File: src/rtl/sram_arb_pkg.sv
// rtl/sram_arb_pkg.sv - shared types and default sizes for the SRAM bank arbiter
package sram_arb_pkg;

    localparam int NUM_REQ_DEF   = 4;
    localparam int ADDR_W_DEF    = 8;
    localparam int DATA_W_DEF    = 256;
    localparam int MAX_BURST_DEF = 16;

    typedef enum logic [1:0] {
        IDLE,
        GRANT,
        LOCKED
    } arb_state_e;

    typedef struct packed {
        logic                  en;
        logic                  we;
        logic [ADDR_W_DEF-1:0] addr;
        logic [DATA_W_DEF-1:0] wdata;
    } sram_cmd_t;

endpackage

File: src/rtl/rr_pick.sv
// rtl/rr_pick.sv - combinational round-robin one-hot select starting at ptr_i
module rr_pick #(
    parameter int N  = 4,
    parameter int IW = (N > 1) ? $clog2(N) : 1
) (
    input  logic [N-1:0]  req_i,
    input  logic [IW-1:0] ptr_i,
    output logic [N-1:0]  gnt_o,
    output logic [IW-1:0] idx_o
);

    logic          found;
    logic [IW-1:0] j;
    int            s;

    always_comb begin
        gnt_o = '0;
        idx_o = '0;
        found = 1'b0;
        j     = '0;
        s     = 0;
        for (int i = 0; i < N; i++) begin
            s = int'(ptr_i) + i;
            if (s >= N) s = s - N;
            j = IW'(s);
            if (!found && req_i[j]) begin
                found    = 1'b1;
                gnt_o[j] = 1'b1;
                idx_o    = j;
            end
        end
    end

endmodule

File: src/rtl/sram_bank_arbiter.sv
// rtl/sram_bank_arbiter.sv - round-robin SRAM bank arbiter with burst lock; SRAM_ARB_STATS_EN adds counters
module sram_bank_arbiter
    import sram_arb_pkg::*;
#(
    parameter int NUM_REQ   = NUM_REQ_DEF,
    parameter int ADDR_W    = ADDR_W_DEF,
    parameter int DATA_W    = DATA_W_DEF,
    parameter int MAX_BURST = MAX_BURST_DEF
) (
    input  logic                      CLK_i,
    input  logic                      RST_i,
    input  logic [NUM_REQ-1:0]        req_i,
    input  logic [NUM_REQ-1:0]        we_i,
    input  logic [NUM_REQ-1:0]        lock_i,
    input  logic [NUM_REQ*ADDR_W-1:0] addr_i,
    input  logic [NUM_REQ*DATA_W-1:0] wdata_i,
    output logic [NUM_REQ-1:0]        gnt_o,
    output logic [NUM_REQ-1:0]        rvalid_o,
    output logic [DATA_W-1:0]         rdata_o,
    output logic                      sram_en_o,
    output logic                      sram_we_o,
    output logic [ADDR_W-1:0]         sram_addr_o,
    output logic [DATA_W-1:0]         sram_wdata_o,
    input  logic [DATA_W-1:0]         sram_rdata_i
`ifdef SRAM_ARB_STATS_EN
    ,
    output logic [31:0]               gnt_cnt_o [NUM_REQ],
    output logic [31:0]               conflict_cnt_o
`endif
);

    localparam int IW = (NUM_REQ > 1) ? $clog2(NUM_REQ) : 1;
    localparam int BW = $clog2(MAX_BURST + 1);

    arb_state_e          state_q, state_d;
    logic [IW-1:0]       owner_q, owner_d;
    logic [IW-1:0]       ptr_q, ptr_d;
    logic [BW-1:0]       burst_q, burst_d;
    logic [NUM_REQ-1:0]  rr_gnt;
    logic [IW-1:0]       rr_idx;
    logic [IW-1:0]       acc_idx;
    logic                accept;

    logic                cmd_en_q, cmd_we_q;
    logic [ADDR_W-1:0]   cmd_addr_q;
    logic [DATA_W-1:0]   cmd_wdata_q;
    logic [NUM_REQ-1:0]  rd1_q, rvalid_q;

    function automatic logic [IW-1:0] nxt(input logic [IW-1:0] k);
        if (int'(k) == NUM_REQ - 1) return '0;
        return k + IW'(1);
    endfunction

    rr_pick #(.N(NUM_REQ), .IW(IW)) u_rr_pick (
        .req_i (req_i),
        .ptr_i (ptr_q),
        .gnt_o (rr_gnt),
        .idx_o (rr_idx)
    );

    always_comb begin
        gnt_o   = '0;
        acc_idx = rr_idx;
        state_d = state_q;
        owner_d = owner_q;
        ptr_d   = ptr_q;
        burst_d = burst_q;

        if (state_q == LOCKED) begin
            acc_idx        = owner_q;
            gnt_o[owner_q] = req_i[owner_q];
        end else begin
            gnt_o = rr_gnt;
        end
        if (RST_i) gnt_o = '0;
        accept = |(gnt_o & req_i);

        // Owner dropping its request ends the burst with an idle cycle; others wait one cycle.
        if (state_q == LOCKED) begin
            if (!req_i[owner_q]) begin
                state_d = IDLE;
                burst_d = '0;
            end else begin
                ptr_d = nxt(owner_q);
                if (!lock_i[owner_q] || (int'(burst_q) + 1 >= MAX_BURST)) begin
                    state_d = GRANT;
                    burst_d = '0;
                end else begin
                    burst_d = burst_q + BW'(1);
                end
            end
        end else if (accept) begin
            ptr_d = nxt(acc_idx);
            if (lock_i[acc_idx] && (MAX_BURST > 1)) begin
                state_d = LOCKED;
                owner_d = acc_idx;
                burst_d = BW'(1);
            end else begin
                state_d = GRANT;
                burst_d = '0;
            end
        end else begin
            state_d = IDLE;
            burst_d = '0;
        end
    end

    always_ff @(posedge CLK_i) begin
        if (RST_i) begin
            state_q     <= IDLE;
            owner_q     <= '0;
            ptr_q       <= '0;
            burst_q     <= '0;
            cmd_en_q    <= 1'b0;
            cmd_we_q    <= 1'b0;
            cmd_addr_q  <= '0;
            cmd_wdata_q <= '0;
            rd1_q       <= '0;
            rvalid_q    <= '0;
        end else begin
            state_q  <= state_d;
            owner_q  <= owner_d;
            ptr_q    <= ptr_d;
            burst_q  <= burst_d;
            cmd_en_q <= accept;
            cmd_we_q <= accept & we_i[acc_idx];
            if (accept) begin
                cmd_addr_q  <= addr_i[acc_idx*ADDR_W +: ADDR_W];
                cmd_wdata_q <= wdata_i[acc_idx*DATA_W +: DATA_W];
            end
            rd1_q    <= (accept && !we_i[acc_idx]) ? gnt_o : '0;
            rvalid_q <= rd1_q;
        end
    end

    assign sram_en_o    = cmd_en_q;
    assign sram_we_o    = cmd_we_q;
    assign sram_addr_o  = cmd_addr_q;
    assign sram_wdata_o = cmd_wdata_q;
    assign rvalid_o     = rvalid_q;
    assign rdata_o      = sram_rdata_i;

`ifdef SRAM_ARB_STATS_EN
    logic [31:0]        gnt_cnt_q [NUM_REQ];
    logic [31:0]        conflict_cnt_q;
    logic [NUM_REQ-1:0] others;
    logic               conflict;

    always_comb begin
        others          = req_i;
        others[owner_q] = 1'b0;
        conflict        = ($countones(req_i) >= 2) || ((state_q == LOCKED) && (|others));
    end

    always_ff @(posedge CLK_i) begin
        if (RST_i) begin
            for (int k = 0; k < NUM_REQ; k++) gnt_cnt_q[k] <= '0;
            conflict_cnt_q <= '0;
        end else begin
            for (int k = 0; k < NUM_REQ; k++) begin
                if (gnt_o[k] && req_i[k] && (gnt_cnt_q[k] != '1)) gnt_cnt_q[k] <= gnt_cnt_q[k] + 32'd1;
            end
            if (conflict && (conflict_cnt_q != '1)) conflict_cnt_q <= conflict_cnt_q + 32'd1;
        end
    end

    assign gnt_cnt_o      = gnt_cnt_q;
    assign conflict_cnt_o = conflict_cnt_q;
`endif

endmodule

File: config.mk
export PLATFORM = sky130hd
export DESIGN_NAME = sram_bank_arbiter
export DESIGN_NICKNAME = d
export VERILOG_FILES = /design/src/rtl/sram_arb_pkg.sv /design/src/rtl/rr_pick.sv /design/src/rtl/sram_bank_arbiter.sv
export SDC_FILE = /design/constraint.sdc
export NUM_CORES = 1
export LEC_CHECK = 0
export CORE_AREA = 2 2 715 717
export DETAILED_ROUTE_END_ITERATION = 7
export DIE_AREA = 0 0 717 719
export MAX_ROUTING_LAYER = met4
export PLACE_DENSITY_LB_ADDON = 0.08
export RECOVER_POWER = 25
export SYNTH_ARGS = -nofsm -noshare
export SYNTH_HDL_FRONTEND = slang
export SYNTH_HIERARCHICAL = 1
export SYNTH_SLANG_ARGS = --single-unit
File: constraint.sdc
create_clock -name CLK_i -period 8.6 [get_ports CLK_i]
set_input_delay 1.72 -clock CLK_i [delete_from_list [all_inputs] [get_ports CLK_i]]
set_output_delay 1.72 -clock CLK_i [all_outputs]
set_load 0.02 [all_outputs]
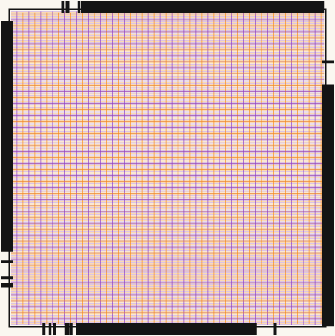
*Power grid, run 1*
Pins as bars on the die edge.
[orange] VDD
[purple] VSS
signal pins: 1856
rows: 262
met1 rails: 263
met5 straps: 52
VDD IR max: 0.285 mV
Die X: 717 um
Core Region: 508000 sq um

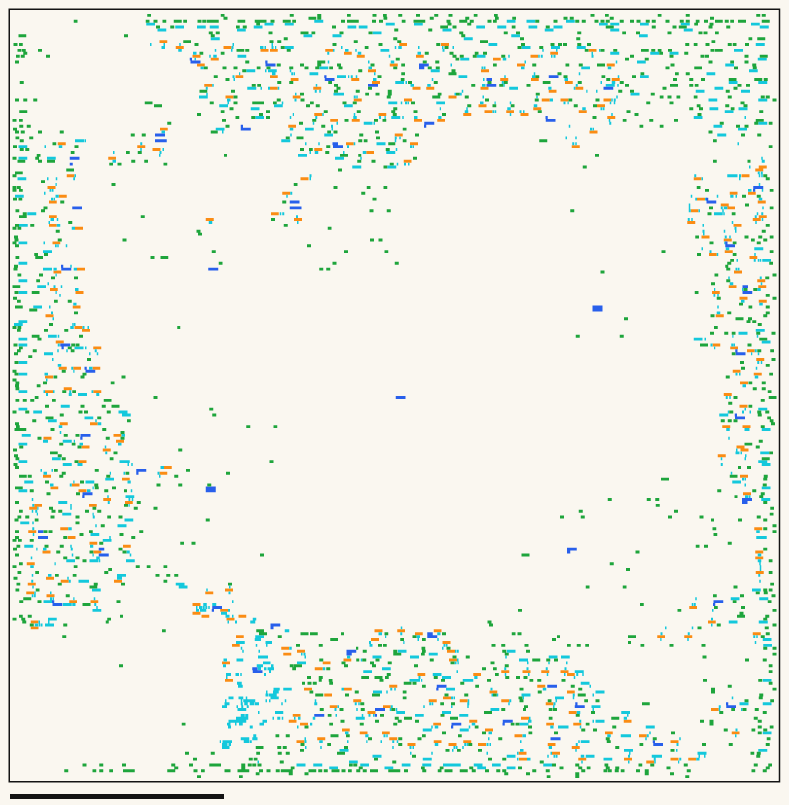
*Cell classes on the final placement, run 1*
The bar under the picture is 200 um long.
[blue] clock drivers and dummy loads | cells: 97 | share of their area: 5.4%
[orange] flip-flops | cells: 285 | share of their area: 18%
[green] other buffers and delay cells | cells: 1379 | share of their area: 44%
[cyan] all other logic | cells: 1211 | share of their area: 33%
flop share of the area: 14.1%
Util after Layout: 7.99%
cell area after layout: 40600 sq um
row cnt: 262

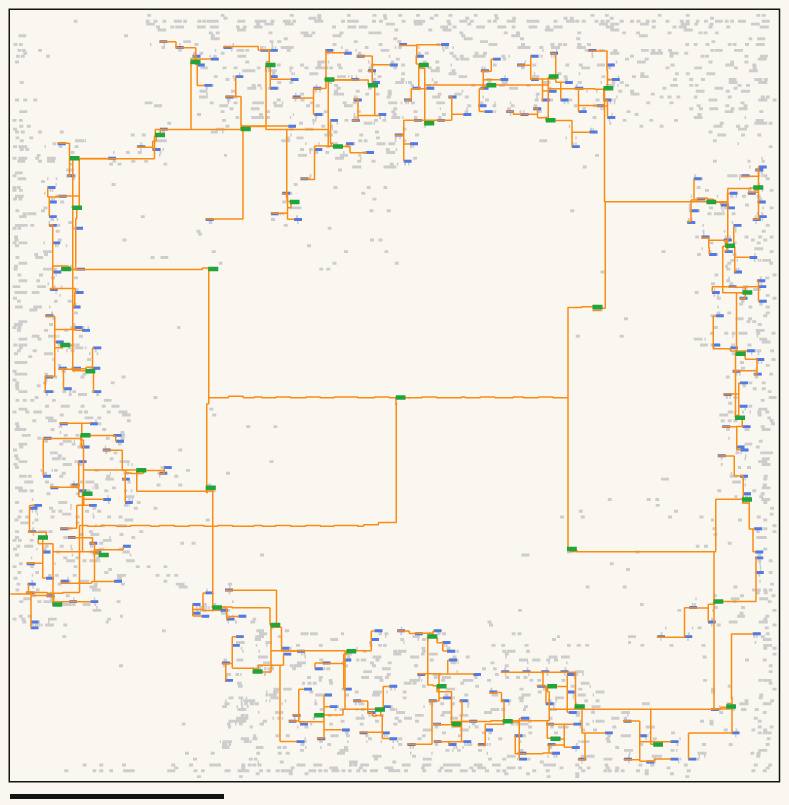
*Clock distribution, run 1*
The bar under the picture is 200 um long.
[green] cells driving clock nets | count: 53
[orange] clock wires | length: 10900 um
[blue] flip-flops | count: 285
flops lie: all over the die
routed clock nets: 54

==> results.toml, run 1 <==
# implementation run metrics
[cts]
cts_setup_buffers = 0
ctsHoldBuffers = 0
cts_tree = "done"
cts_buffer_depth = 3
clock-root-buffer = "clkbuf_16"
clkTransAtPathRegs_ns = 0.05
cts-resized-gates = 0
cts_max_level = 2
numCtsBuffers = 53
cts_sinks = 285

[setup_path]
ff2ff_path_depth = 13
cp-start-kind = "input pin"
timing.critical_path.buf_inv = 2
critical_path_class = "input pin to output pin"
crit_slowest_cell = "dlygate4sd3_1"
r2r-start = "ptr_q[0]"
path_delay_family = "buffers and inverters"
worstReg2RegEnd = "sram_wdata_o[72]"
crit_fanout = 13
critPathArrivalTime_ns = 4.83
cp-endpoint = "gnt_o[0]"

[final_layout]
logic_area_sq_um = 10300
lay_top_count = "clkdlybuf4s50_1"
n_antenna_cell = 172
fillCellCount = 58900
flops = 285
clkCellAreaFrac_pct = 4.21
stdcell_count = 9876
finalNetCount = 4266
drive_gt1_share_pct = 13.4
inverters_excl_clock = 14
regArea_sq_um = 5710
logic_gate_count = 1197
syn2layout_area_growth_pct = 116

[synthesis]
async_reset_ff_share_pct = 0
top_cell = "nand2_1"
fa_ha_area_share_pct = 0.668
ys_cells = 1908
yosys.area_share.aoi_pct = 8.64
synth-edff-count = 0
simple_gate_share_pct = 12.8
yosys_most_used_dff = "dfxtp_1"
avgSynthCellArea_sq_um = 9.82
ys_sh_mux_pct = 32.8
top_logic_kind = "multiplexers"

[global_routing]
grt_pass1_wl_um = 332000
grt_busiest_layer = "met2"
use_met1_pct = 10.8
grt_max_degree = 91
overflow = 0
use_met2_pct = 17.8
antenna_found_initial = 293
use_met3_pct = 6.22

[power]
p_comb_w = 0.00881
intPower_w = 0.00697
p_clk_share_pct = 17.2
pwr-share-seq_pct = 16.2
power_sequential_w = 0.00214
p_comb_share_pct = 66.6
p_leak_nw = 11.7

[placed_design]
hpwl_um = 248000
io_buffers = 1343
dp_slack_ns = 2.04
dpl_cell_area_sq_um = 38400
place_congestion = 0.904

[floorplan]
dieArea_sq_um = 516000
ioPinCount = 1856
taps = 6732

[detailed_routing]
via_per_inst = 2.12
met1_length_um = 101000
drt_iter0_drc = 974
wl_um = 281000
drtAntennaViolNets = 0
drc_errors = 0

[sta]
drv_slew = 46
tightestPinTransition_ns = 3.05
hold_viol = 0
max_slew_margin_pct = -104
layout_min_cycle_time_ns = 6.55
setup_tns_ns = 0
whs_ns = 0.440

[worst_hold_path]
hold_class = "flip-flop to flip-flop"
whs_path_depth = 1
min_from = "rd1_q[1]"

[job]
max_cap_viol_count = 1
log.warning_count = 33

[run_status]
violations = "capacitance limit, slew limit"
status = "complete, but fails checks"
--- run 2 (diff from run 1) ---
--- a/config.mk
+++ b/config.mk
@@ -5,9 +5,9 @@
 export SDC_FILE = /design/constraint.sdc
 export NUM_CORES = 1
 export LEC_CHECK = 0
-export CORE_AREA = 2 2 715 717
+export CORE_AREA = 2 2 723 725
 export DETAILED_ROUTE_END_ITERATION = 7
-export DIE_AREA = 0 0 717 719
+export DIE_AREA = 0 0 725 727
 export MAX_ROUTING_LAYER = met4
 export PLACE_DENSITY_LB_ADDON = 0.08
 export RECOVER_POWER = 25
==> constraint.sdc (replaced) <==
create_clock -name CLK_i -period 5.8 [get_ports CLK_i]
set_input_delay 1.16 -clock CLK_i [delete_from_list [all_inputs] [get_ports CLK_i]]
set_output_delay 1.16 -clock CLK_i [all_outputs]
set_load 0.02 [all_outputs]
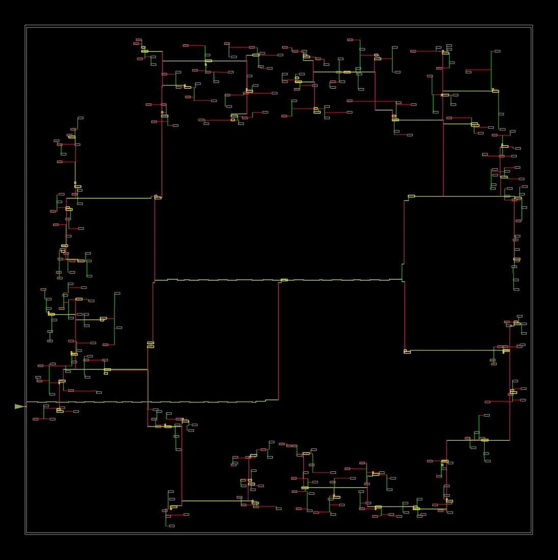
*Clock routing, run 2*
Clk power: 0.00347 W
# clock sinks: 285
Skew-Pair Late Insertion Delay: 0.74 ns
clkbuf count: 88
Clock Skews: 0.0266 ns

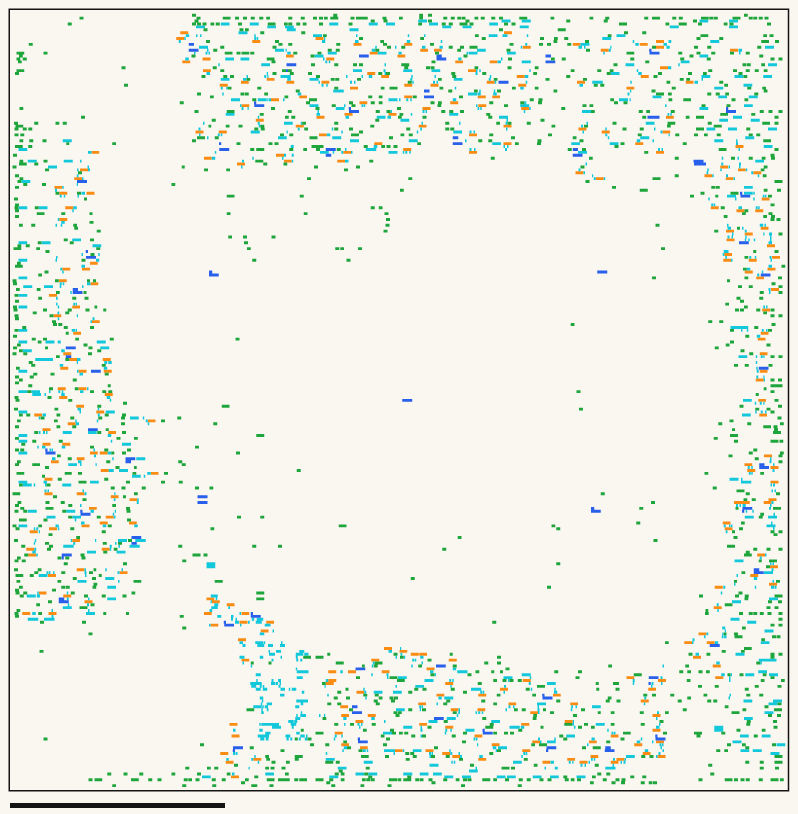
*Cell classes on the final placement, run 2*
The bar under the picture is 200 um long.
[blue] clock drivers and dummy loads | cells: 98 | share of their area: 5.5%
[cyan] all other logic | cells: 1211 | share of their area: 32%
[orange] flip-flops | cells: 285 | share of their area: 18%
[green] other buffers and delay cells | cells: 1427 | share of their area: 45%

==> run 2 against run 1 <==
Net effect:
- the flow now finishes without violations
- utilization about the same
- die size increased by 2.2%
- final cell count increased by 2.2%
- clock skew decreased by 0.012 ns
- clock power increased by 53%
- setup slack got worse by 1.7 ns
- via count increased by 2.3%
- critical path type is now flip-flop to output pin
==> results.toml, run 2 <==
# implementation run metrics
[setup_path]
crit_slowest_cell = "dfxtp_1"
crit_fanout = 14
timing.critical_path.buf_inv = 2
critical_path_class = "flip-flop to output pin"
cp-endpoint = "gnt_o[3]"
r2r-start = "ptr_q[1]"
path_delay_family = "simple AND/OR/NAND/NOR gates"

[final_layout]
regArea_sq_um = 5710
lay_top_count = "clkdlybuf4s50_1"
clkCellAreaFrac_pct = 4.32
logic_gate_count = 1197
inverters_excl_clock = 14
stdcell_count = 10100
final_util_pct = 7.96
logic_area_sq_um = 10300
flops = 285
drive_gt1_share_pct = 15.1
fillCellCount = 60600
finalNetCount = 4317

[sta]
max_slew_margin_pct = 38.7
drv_slew = 0
tightestPinTransition_ns = 0.917
setup_tns_ns = 0

[synthesis]
yosys_most_used_dff = "dfxtp_1"
avgSynthCellArea_sq_um = 9.82
async_reset_ff_share_pct = 0
ys_cells = 1908
ys_sh_mux_pct = 32.8
synth-edff-count = 0
fa_ha_area_share_pct = 0.668

[worst_hold_path]
min_from = "sram_wdata_o[20]"
whs_path_depth = 2
hold_class = "flip-flop to flip-flop"

[floorplan]
dieWidth_um = 725
design.core.area_sq_um = 519000
taps = 6942
rows = 265

[detailed_routing]
drtAntennaViolNets = 0
drt_iter0_drc = 1154
drc_errors = 0

[placed_design]
io_buffers = 1343
hpwl_um = 267000
dpl_cell_area_sq_um = 39200
place_congestion = 0.920

[global_routing]
grt_pass1_wl_um = 351000
use_met1_pct = 11.4
grt_busiest_layer = "met2"
use_met2_pct = 19.1
grt_max_degree = 94
use_met3_pct = 5.97
overflow = 0

[power]
ir_drop_mv = 0.350
p_clk_share_pct = 16.8
intPower_w = 0.0109
p_leak_nw = 12.0
pwr-share-seq_pct = 15.6
p_comb_w = 0.0140

[cts]
cts_tree = "done"
cts_setup_buffers = 0
cts-resized-gates = 0
cts_buffer_depth = 3
clock-root-buffer = "clkbuf_16"
cts_max_level = 2

[job]
max_cap_viol_count = 0
log.warning_count = 33

[run_status]
status = "complete, no violations"
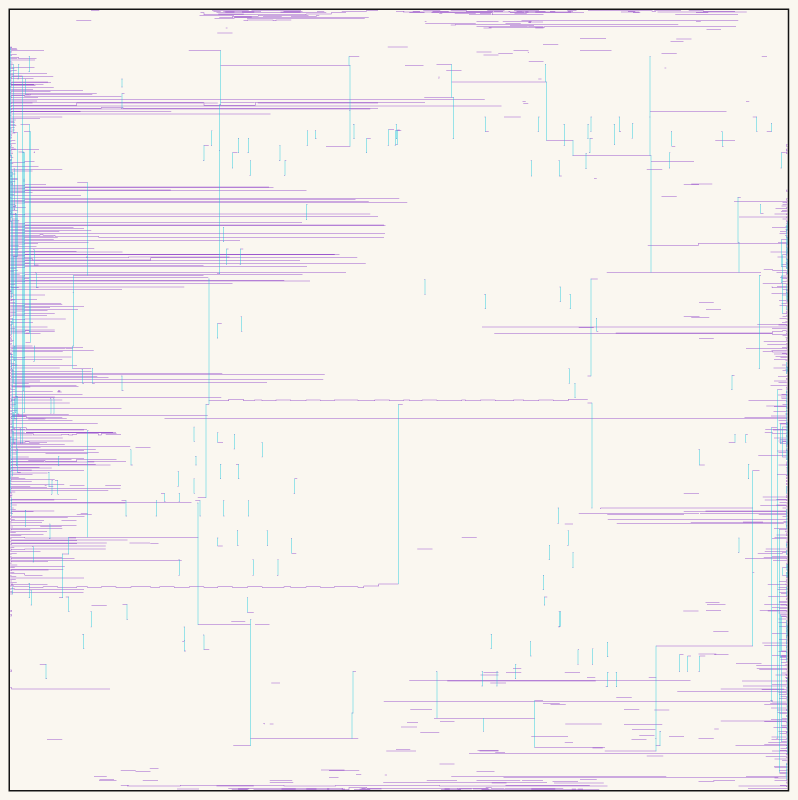
*Metal layers overlaid, run 2*
Two of the layers only.
[purple] met3 | wire length: 37.8 mm
[cyan] met4 | wire length: 8270 um
Final Routed Wirelength: 298000 um
Vias: 21500

Power figures rest on the tool's default switching activity, not on a simulated workload.
